Figure 1. Sequential cells coloured by netlist name (run 1).
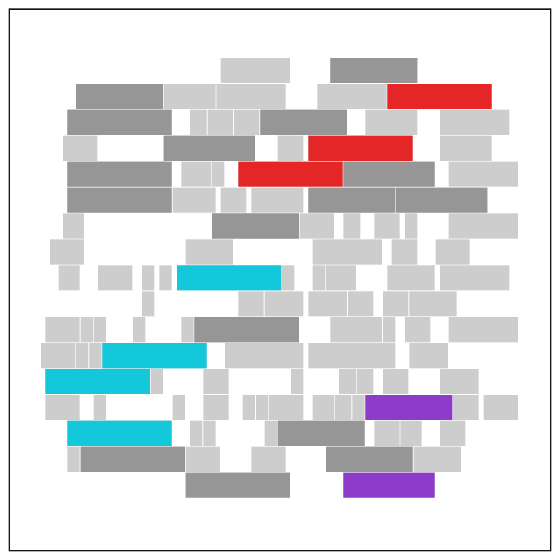
Figure 2. Cell classes on the final placement (run 1).
Fill, decap, tap and diode cells in grey.
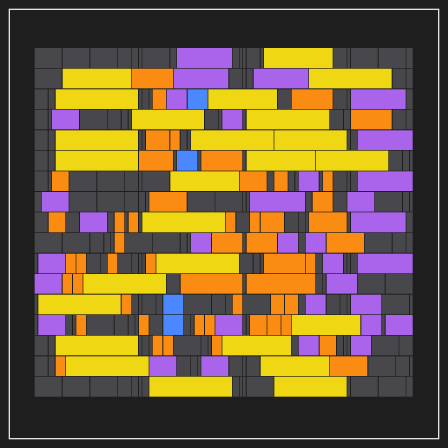
Figure 3. Signal metal coverage by tile (run 1).
Bar = 20 um. 11 x 11 tiles, from black (low) to pale yellow (high), scaled to the fullest tile. Values are wire area over tile area, all layers added.
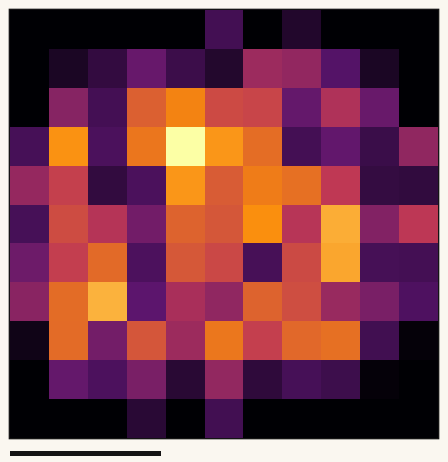
`src/rtl/serial_sub_pkg.sv`:
```
// Shared definitions for the bit-serial subtractor: FSM state encoding and
// a constant function used to size the bit counter.
package serial_sub_pkg;

    typedef enum logic [1:0] {
        ST_IDLE  = 2'd0,
        ST_SHIFT = 2'd1,
        ST_DONE  = 2'd2
    } state_t;

    function automatic int clog2(input int value);
        int r;
        r = 0;
        while ((1 << r) < value) begin
            r++;
        end
        return r;
    endfunction

endpackage

```
`src/rtl/serial_sub_f_adder.sv`:
```
// One-bit full adder cell shared by the arithmetic library.
module f_adder (
    input  logic a,
    input  logic b,
    input  logic cin,
    output logic sum,
    output logic cout
);

    assign sum  = a ^ b ^ cin;
    assign cout = (a & b) | (a & cin) | (b & cin);

endmodule

```
`src/rtl/serial_sub.sv`:
```
// Bit-serial subtractor: x - y - bin evaluated LSB first through one full
// adder cell as x + ~y + ~bin, with a start/busy/done handshake.
module serial_sub
    import serial_sub_pkg::*;
#(
    parameter int WIDTH = 4
) (
    input  logic             clk,
    input  logic             rst_n,
    input  logic             start,
    input  logic [WIDTH-1:0] x,
    input  logic [WIDTH-1:0] y,
    input  logic             bin,
    output logic             busy,
    output logic             done,
    output logic [WIDTH-1:0] diff,
    output logic             bout,
    output logic             ovf
);

    localparam int CNT_W = clog2(WIDTH + 1);
    localparam logic [CNT_W-1:0] LAST_BIT = CNT_W'(WIDTH - 1);

    state_t           state;
    state_t           state_nxt;
    logic [WIDTH-1:0] x_sh;
    logic [WIDTH-1:0] y_sh;
    logic [WIDTH-1:0] res_sh;
    logic             x_msb;
    logic             y_msb;
    logic             c;
    logic [CNT_W-1:0] cnt;
    logic             y_inv;
    logic             sum;
    logic             cout;
    logic             load;
    logic             last;

    assign y_inv = ~y_sh[0];
    assign last  = (cnt == LAST_BIT);

    f_adder u_f_adder (
        .a    (x_sh[0]),
        .b    (y_inv),
        .cin  (c),
        .sum  (sum),
        .cout (cout)
    );

    always_comb begin
        state_nxt = state;
        load      = 1'b0;
        busy      = 1'b0;
        done      = 1'b0;
        case (state)
            ST_IDLE: begin
                if (start) begin
                    load      = 1'b1;
                    state_nxt = ST_SHIFT;
                end
            end
            ST_SHIFT: begin
                busy = 1'b1;
                if (last) begin
                    state_nxt = ST_DONE;
                end
            end
            ST_DONE: begin
                done = 1'b1;
                if (start) begin
                    load      = 1'b1;
                    state_nxt = ST_SHIFT;
                end else begin
                    state_nxt = ST_IDLE;
                end
            end
            default: state_nxt = ST_IDLE;
        endcase
    end

    // Control state and visible results; reset discards any in-flight operation.
    always_ff @(posedge clk or negedge rst_n) begin
        if (!rst_n) begin
            state <= ST_IDLE;
            c     <= 1'b0;
            cnt   <= '0;
            diff  <= '0;
            bout  <= 1'b0;
            ovf   <= 1'b0;
        end else begin
            state <= state_nxt;
            if (load) begin
                c   <= ~bin;
                cnt <= '0;
            end else if (state == ST_SHIFT) begin
                c   <= cout;
                cnt <= cnt + CNT_W'(1);
                if (last) begin
                    diff <= {sum, res_sh[WIDTH-1:1]};
                    bout <= ~cout;
                    ovf  <= (x_msb != y_msb) & (sum != x_msb);
                end
            end
        end
    end

    // Operand and partial-result shifters carry no reset; the FSM gates their use.
    always_ff @(posedge clk) begin
        if (load) begin
            x_sh  <= x;
            y_sh  <= y;
            x_msb <= x[WIDTH-1];
            y_msb <= y[WIDTH-1];
        end else if (state == ST_SHIFT) begin
            x_sh   <= x_sh >> 1;
            y_sh   <= y_sh >> 1;
            res_sh <= {sum, res_sh[WIDTH-1:1]};
        end
    end

endmodule

```
`config.mk`:
```
export PLATFORM = sky130hd
export DESIGN_NAME = serial_sub
export DESIGN_NICKNAME = d
export VERILOG_FILES = /design/src/rtl/serial_sub_pkg.sv /design/src/rtl/serial_sub_f_adder.sv /design/src/rtl/serial_sub.sv
export SDC_FILE = /design/constraint.sdc
export NUM_CORES = 1
export LEC_CHECK = 0
export CORE_MARGIN = 3
export CORE_UTILIZATION = 40
export DETAILED_ROUTE_END_ITERATION = 10
export GPL_ROUTABILITY_DRIVEN = 0
export PLACE_DENSITY = 0.74
export SETUP_SLACK_MARGIN = 0.3
export SLEW_MARGIN = 0
export SYNTH_ARGS = -nofsm -noshare
export SYNTH_HDL_FRONTEND = slang
export SYNTH_SLANG_ARGS = --single-unit
```
`constraint.sdc`:
```
create_clock -name clk -period 1.7 [get_ports clk]
set_input_delay 0.51 -clock clk [delete_from_list [all_inputs] [get_ports clk]]
set_output_delay 0.51 -clock clk [all_outputs]
set_load 0.1 [all_outputs]
```
==> git commit body, run 1 <==
Add synthesis and place-and-route results

* Maximum achievable frequency: 609 MHz
- Per the layout report, the design carries 33 non-clock buffers.
- The final timing summary puts the cycle share of the worst path at 96.6%.
- There are 25 flip-flops and latches.
- CTS H-Tree Depth: 1
* Antenna diode instance count: 0
- The OpenROAD report gives the critical path a data arrival time of 1.13 ns.
- Combinational fraction of the cell area: 23.2%
- Non-clock inverter total of the final layout: 6
* Number of iterations in the first detailed-routing pass: 4
* Terminus of the critical flop-to-flop path: ovf
- Number of well taps: 28
- Final worst path period need: 1.64 ns
- Critical path depth in cells: 3
* Share of synthesized area occupied by flip-flops and latches: 67.2%
* Final setup skew: 0.00269 ns
- The number of placed instances, taps included, is 128.
- The report puts the cell count of the worst reg-to-reg path at 4.
- Max-Cap Viols: 0
- DRC viols: 0
- Leading cell types by count after synthesis: 20 x nand2_1, 13 x edfxtp_1, 12 x dfrtp_1
* Longest individual stage delay on the worst path: 0.42 ns
- The via count of the first global-routing pass came to 713.
- Detailed routing placed a total of 972 um of wire on met2.
* CTS Hold Buffers Added: 0
- Clock tree synthesis found a total of 25 sinks.
* Highest routing layer actually used: met4
- Yosys reports the multiplexer fraction of the synthesized area as 4.38%.
- GR met2 Demand/Resource: 21.6%
- Area share of fa/ha/maj cells after synthesis: 4.38%
* Global route overflow: 0
* Cell at the root of the clock tree: clkbuf_4
* Result of the run: completed
- For reference, XOR and XNOR gates occupy 0% of the area reported after synthesis.
- Dividing the synthesized area by the synthesized cell count gives 13.2 um^2.
- Number of buffers inserted by post-CTS setup repair: 6
- The synthesized design devotes to its leading area cell type 38.0% of total area.
- The floorplan step set the die width to 56.7 um.
- Clock buffer instance count of the final layout: 3
- Post-synth top area cell: edfxtp_1
* RSZ-0062 raised after global routing: true
- CTS buffer count: 3
* Flip-flop and latch count after synthesis: 25
- Logged for this run, the post-placement worst setup slack is -0.0142 ns.
* Layout cells sized above 1: 41.2%
- Fraction of the mapped netlist area in compound gates: 4.87%
* Count of filler cells inserted in the layout: 176
- The area taken by multi-input combinational cells is reported as 359 um^2.
- Final #Nets: 130
- TritonCTS built the clock tree.
* Final-layout worst hold slack: 0.475 ns
- Clock distribution area overhead in the final layout: 1.94%
- For reference, the most critical setup path is categorized as register to output pin.
- OpenSTA lists the critical path startpoint as state[1].
- Latency at later pin: 0.31 ns
* Number of antenna-violating nets in the routed design: 0
- The worst pin sits at a relative slew slack of 86.9%.
- Largest net degree at the start of global routing: 16
- Before any placement, the netlist area is recorded as 1030 um^2.
* Starting density of the core: 44.3%
- Share of final layout cell area taken by non-clock buffers: 25.5%
- Chip area from the yosys synthesis statistics: 1030 um^2
* Dpl cell area: 1390 um^2
- In the final timing run, aggregate negative setup slack is 0 ns.
- Commonest Layout Cell: nand2_1
- Cell type group with the largest total delay on the critical path: flip-flops
* Finished Layout Cells: 142
- Type of destination of the critical path: output pin
- CP bufs+invs: 2
* Highest-delay cell along the critical path: dfrtp_1
- Dominant kind of combinational cell: simple AND/OR/NAND/NOR gates
* Detailed router's first-iteration violation count: 9
- Of the total synthesized cell area, the portion taken by AND, OR, NAND and NOR gates is 15.1%.
- Walking the worst path, the cells encountered are buf_6 -> nor2b_4 -> buf_12.
* Worst setup endpoint: done
- In this run the critical register-to-register path is launched from x_sh[0].
- After global routing, the most crowded layer is met2.
* Tally of unique sky130hd cells used after synthesis: 24
* Port buffer count: 19
* Required time at the endpoint of the critical path: 1.19 ns
* Number of standard cells reported by yosys: 78
About Figure 1:
state: marked purple, placed flops 2. x_sh: marked cyan, placed flops 4. res_sh: marked red, placed flops 3.
footprint of the flip-flops and latches: 696 um^2
Seq area share: 44.9%
final core occ: 66.8%

About Figure 2:
clock drivers and dummy loads: marked blue, cells 4, share of their area 2.0%. flops: marked yellow, cells 25, share of their area 46%. all other logic: marked orange, cells 52, share of their area 26%. other buffers and delay cells: marked purple, cells 33, share of their area 26%.
Site Rows: 17
post-route cell area: 1550 um^2
floorplan core area: 2320 um^2

About Figure 3:
The densest ninth of the die: centre. The fullest tile reaches 0.28. 22% of the tiles are nearly empty.
WL final: 1.84 mm
Routed WL per cell: 13.0 um
total vias in the final route: 687
aggregate global-route resource usage: 12.7%

Figure 4. Cell placement (run 1).
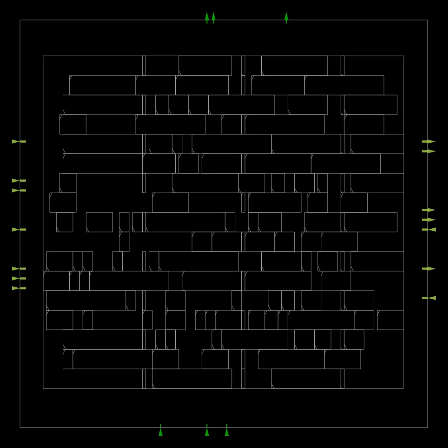

==> run 2: changes to the inputs <==
- ABC_CLOCK_PERIOD_IN_PS: unset -> 1500
- CTS_CLUSTER_DIAMETER: unset -> 30
- PLACE_DENSITY: 0.74 -> 0.77
- clock period: 1.7 -> 1.5 ns (I/O delays scaled with it)
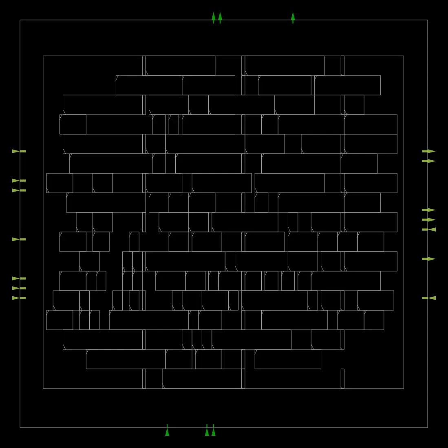
Figure 5: run 2, cell placement.
Finished Layout Cells: 144
count of filler cells inserted in the layout: 178

==> run 2 against run 1 <==
  * Non-clock buffer count grew 1
  * Worst setup slack lost 0.14 ns
  * Wire length grew 0.43%
  * Critical endpoint is now busy
  * The run now ends with negative setup slack left
  * Count of clock-buffer cells in the layout is the same
  * Hold slack lost 0.069 ns
  * Highest routed layer is now met3
  * Core utilization grew 1.1 points
  * Register-to-register slack lost 0.21 ns
  * Area after synthesis is the same
  * Die size is the same
==> git commit body, run 2 <==
Add synthesis and place-and-route results

* Final worst path period need: 1.58 ns
- WL final: 1.85 mm (was 1.84 mm)
* Highest-delay cell along the critical path: dfrtp_1 (unchanged)
- The standard cell area after detailed placement is 1420 um^2 (was 1390 um^2).
- Global route overflow: 0 (unchanged)
* Highest routing layer actually used: met3 (was met4)
- The total inserted antenna cells is 0 (unchanged).
- The detail-routed net length per standard cell came to 12.8 um (was 13.0 um).
- The smallest setup slack after layout came to -0.0827 ns (was 0.0581 ns).
* CTS Hold Buffers Added: 0 (unchanged)
- The sequential portion of the cell area is 44.2% (was 44.9%).
* Worst setup endpoint: busy (was done)
- The average size of a mapped cell came to 13.2 um^2 (unchanged).
- The clock sink total came to 25 (unchanged).
- The final count of negative-setup-slack endpoints was 2 (was 0).
- Combinational fraction of the cell area: 22.4% (was 23.2%)
- Port buffer count: 19 (unchanged)
- XORs/XNORs by Area: 0% (unchanged)
- Number of buffers inserted by post-CTS setup repair: 7 (was 6)
* Tally of unique sky130hd cells used after synthesis: 24 (unchanged)
* CTS H-Tree Depth: 1 (unchanged)
- The post-placement cell count came to 130 (was 128).
- The final hold slack is 0.406 ns (was 0.475 ns).
- Result of the run: complete, but fails checks (was completed)
- The fraction of the mapped netlist area in adder cells came to 4.38% (unchanged).
* Worst setup path startpoint: state[1] (unchanged)
- Number of antenna-violating nets in the routed design: 0 (unchanged)
- Terminus of the critical flop-to-flop path: diff[2] (was ovf)
- The net total in the final layout was 132 (was 130).
* Final core occ: 67.8% (was 66.8%)
* GR peak layer: met2 (unchanged)
* Bufs w/o clock: 34 (was 33)
* Setup WS pre-CTS: -0.129 ns (was -0.0142 ns)
- The required time of the worst setup path is 1.05 ns (was 1.19 ns).
* WP data arrival: 1.13 ns (about the same)
* Number of standard cells reported by yosys: 78 (unchanged)
- Violations in the final reports: negative setup slack
- Max-Cap Viols: 0 (unchanged)
* Reg-to-Reg Start: cnt[0] (was x_sh[0])
- The number of DRC markers after the initial detailed-route iteration came to 9 (unchanged).
- RSZ-0062 raised after global routing: true (unchanged).
- Dominant kind of combinational cell: simple AND/OR/NAND/NOR gates (unchanged)
- Maximum achievable frequency: 632 MHz
- The instance count on the critical path is 3 (unchanged).
- The simple logic cell fraction of the synthesized area came to 15.1% (unchanged).
- The fraction of final layout cells sized beyond drive strength 1 was 42.2% (was 41.2%).
- Depth of the worst register-to-register path: 5 (was 4)
- The core area is 2320 um^2 (unchanged).
- The die span in x is 56.7 um (unchanged).
- Non-clock inverter total of the final layout: 7 (was 6)
- Type of the worst setup path: register to output pin (unchanged)
* Commonest Layout Cell: nand2_1 (unchanged)
* Share of synthesized area occupied by flip-flops and latches: 67.2% (unchanged)
* Cell type group with the largest total delay on the critical path: flip-flops (unchanged)
Figure 6. Cell classes on the final placement (run 2).
Fill, decap, tap and diode cells in grey.
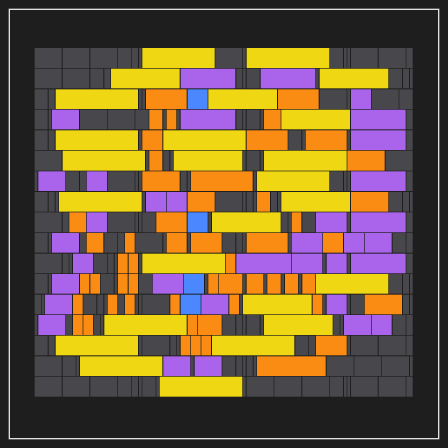

==> run 3: changes to the inputs <==
- ABC_AREA: unset -> 1
- CORE_ASPECT_RATIO: unset -> 2
- PLACE_DENSITY: 0.77 -> 0.76
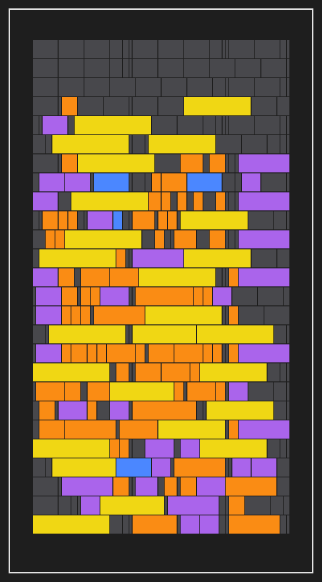
Figure 7: run 3, cell classes on the final placement.
Fill, decap, tap and diode cells in grey.
all other logic: marked orange, cells 76, share of their area 33%. other buffers and delay cells: marked purple, cells 34, share of their area 24%. clock drivers and dummy loads: marked blue, cells 4, share of their area 2.6%. flops: marked yellow, cells 25, share of their area 41%.
floorplan core area: 2600 um^2
Site Rows: 26

==> run 3 against run 2 <==
  * The run still ends with negative setup slack left
  * Area after synthesis grew 7.8%
  * Sequential share of layout area down 4.2 points
  * Core utilization shrank 0.38 points
  * Cell count up 16%
  * Critical endpoint is now done
  * First-iteration DRC count increased by 22%
  * Critical path depth down 1
  * Die size grew 8.2%
  * Final area up 12%
  * Wire length is 33% higher
  * Non-clock buffer count did not move
==> git commit body, run 3 <==
Add synthesis and place-and-route results

- Result of the run: complete, but fails checks (unchanged)
- Violations in the final reports: negative setup slack (unchanged)
* Simple Share, Synth: 24.9% (was 15.1%)
- The inverter count of the layout excluding clock inverters is 13 (was 7).
- RSZ-0062 raised after global routing: true (unchanged)
- Starting density of the core: 42.5% (was 44.3%)
- The number of filler instances in the final layout is 181 (was 178).
- The net total in the final layout came to 155 (was 132).
- Finished Layout Cells: 167 (was 144)
- Tally of unique sky130hd cells used after synthesis: 18 (was 24)
- Reg-to-Reg Start: y_sh[0] (was cnt[0])
- The worst path arrival time was 1.07 ns (was 1.13 ns).
* Share of final layout cell area taken by non-clock buffers: 23.3% (was 26.1%)
- The delay of the slowest critical-path stage was 0.46 ns (was 0.42 ns).
* Area of combinational cells with multiple inputs: 499 um^2 (was 353 um^2)
- The area of the mapped netlist is 1110 um^2 (was 1030 um^2).
- Min setup slack post-route: -0.0224 ns (was -0.0827 ns)
* Setup WS pre-CTS: -0.0556 ns (was -0.129 ns)
- XORs/XNORs by Area: 0% (unchanged)
- The final count of negative-setup-slack endpoints was 2 (unchanged).
- The clock latency at the later pin of the worst-skew pair is 0.27 ns (was 0.32 ns).
- The non-clock buffer instance count of the final layout is 34 (unchanged).
* Chip area from the yosys synthesis statistics: 1110 um^2 (was 1030 um^2)
* Highest-delay cell along the critical path: dfrtp_2 (was dfrtp_1)
- Number of standard cells reported by yosys: 99 (was 78)
* Total vias in the final route: 803 (was 683)
- Number of buffers inserted by post-CTS setup repair: 6 (was 7)
- Depth of the worst register-to-register path: 7 (was 5)
* DRC viols: 0 (unchanged)
* Final-layout worst hold slack: 0.455 ns (was 0.406 ns)
- The capture point of the critical path is done (was busy).
- Post-route cell area: 1760 um^2 (was 1570 um^2)
* Number of clock sinks: 25 (unchanged)
- The portion of the post-synthesis area used by sequential elements came to 62.4% (was 67.2%).
- Number of iterations in the first detailed-routing pass: 2 (was 4)
- The sum of negative setup slack is -0.0343 ns (was -0.135 ns).
- The sequential portion of the cell area is 39.9% (was 44.2%).
- Final setup skew: 0.00463 ns (was 0.00258 ns)
* Area share of fa/ha/maj cells after synthesis: 4.07% (was 4.38%)
- GR peak layer: met2 (unchanged)
- The post-placement cell count came to 149 (was 130).
* Number of antenna-violating nets in the routed design: 0 (unchanged)
- The remaining global-route overflow is 0 (unchanged).
- Layout cells sized above 1: 52.5% (was 42.2%)
- The cell family contributing the most delay on the critical path is flip-flops (unchanged).
- Post-synth top area cell: edfxtp_1 (unchanged)
- The kind of end point of the critical path was an output pin (unchanged).
* WL final: 2.46 mm (was 1.85 mm)
- Max-Cap Viols: 0 (unchanged)
- Highest routing layer actually used: met4 (was met3)
- Largest net degree at the start of global routing: 14 (was 16)
- The number of hold buffers added after cts was 0 (unchanged).

==> layout pictures side by side <==
Wiring by layer.
shot_01.png
Bar = 20 um. Only two layers are drawn.
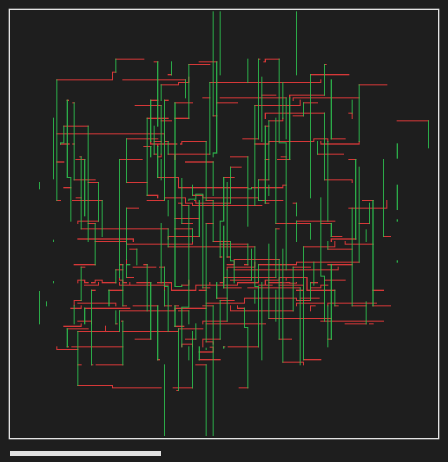
shot_02.png
Bar = 10 um. Only two layers are drawn.
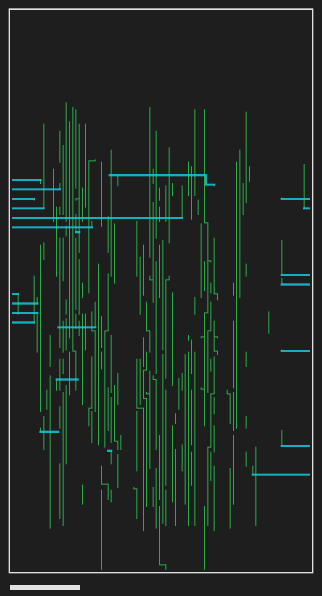
shot_02.png is run 3.
shot_01.png is run 2.
- most wire: shot_02.png

Key to shot_01.png:
met1: marked red, wire length 739 um. met2: marked green, wire length 1020 um.

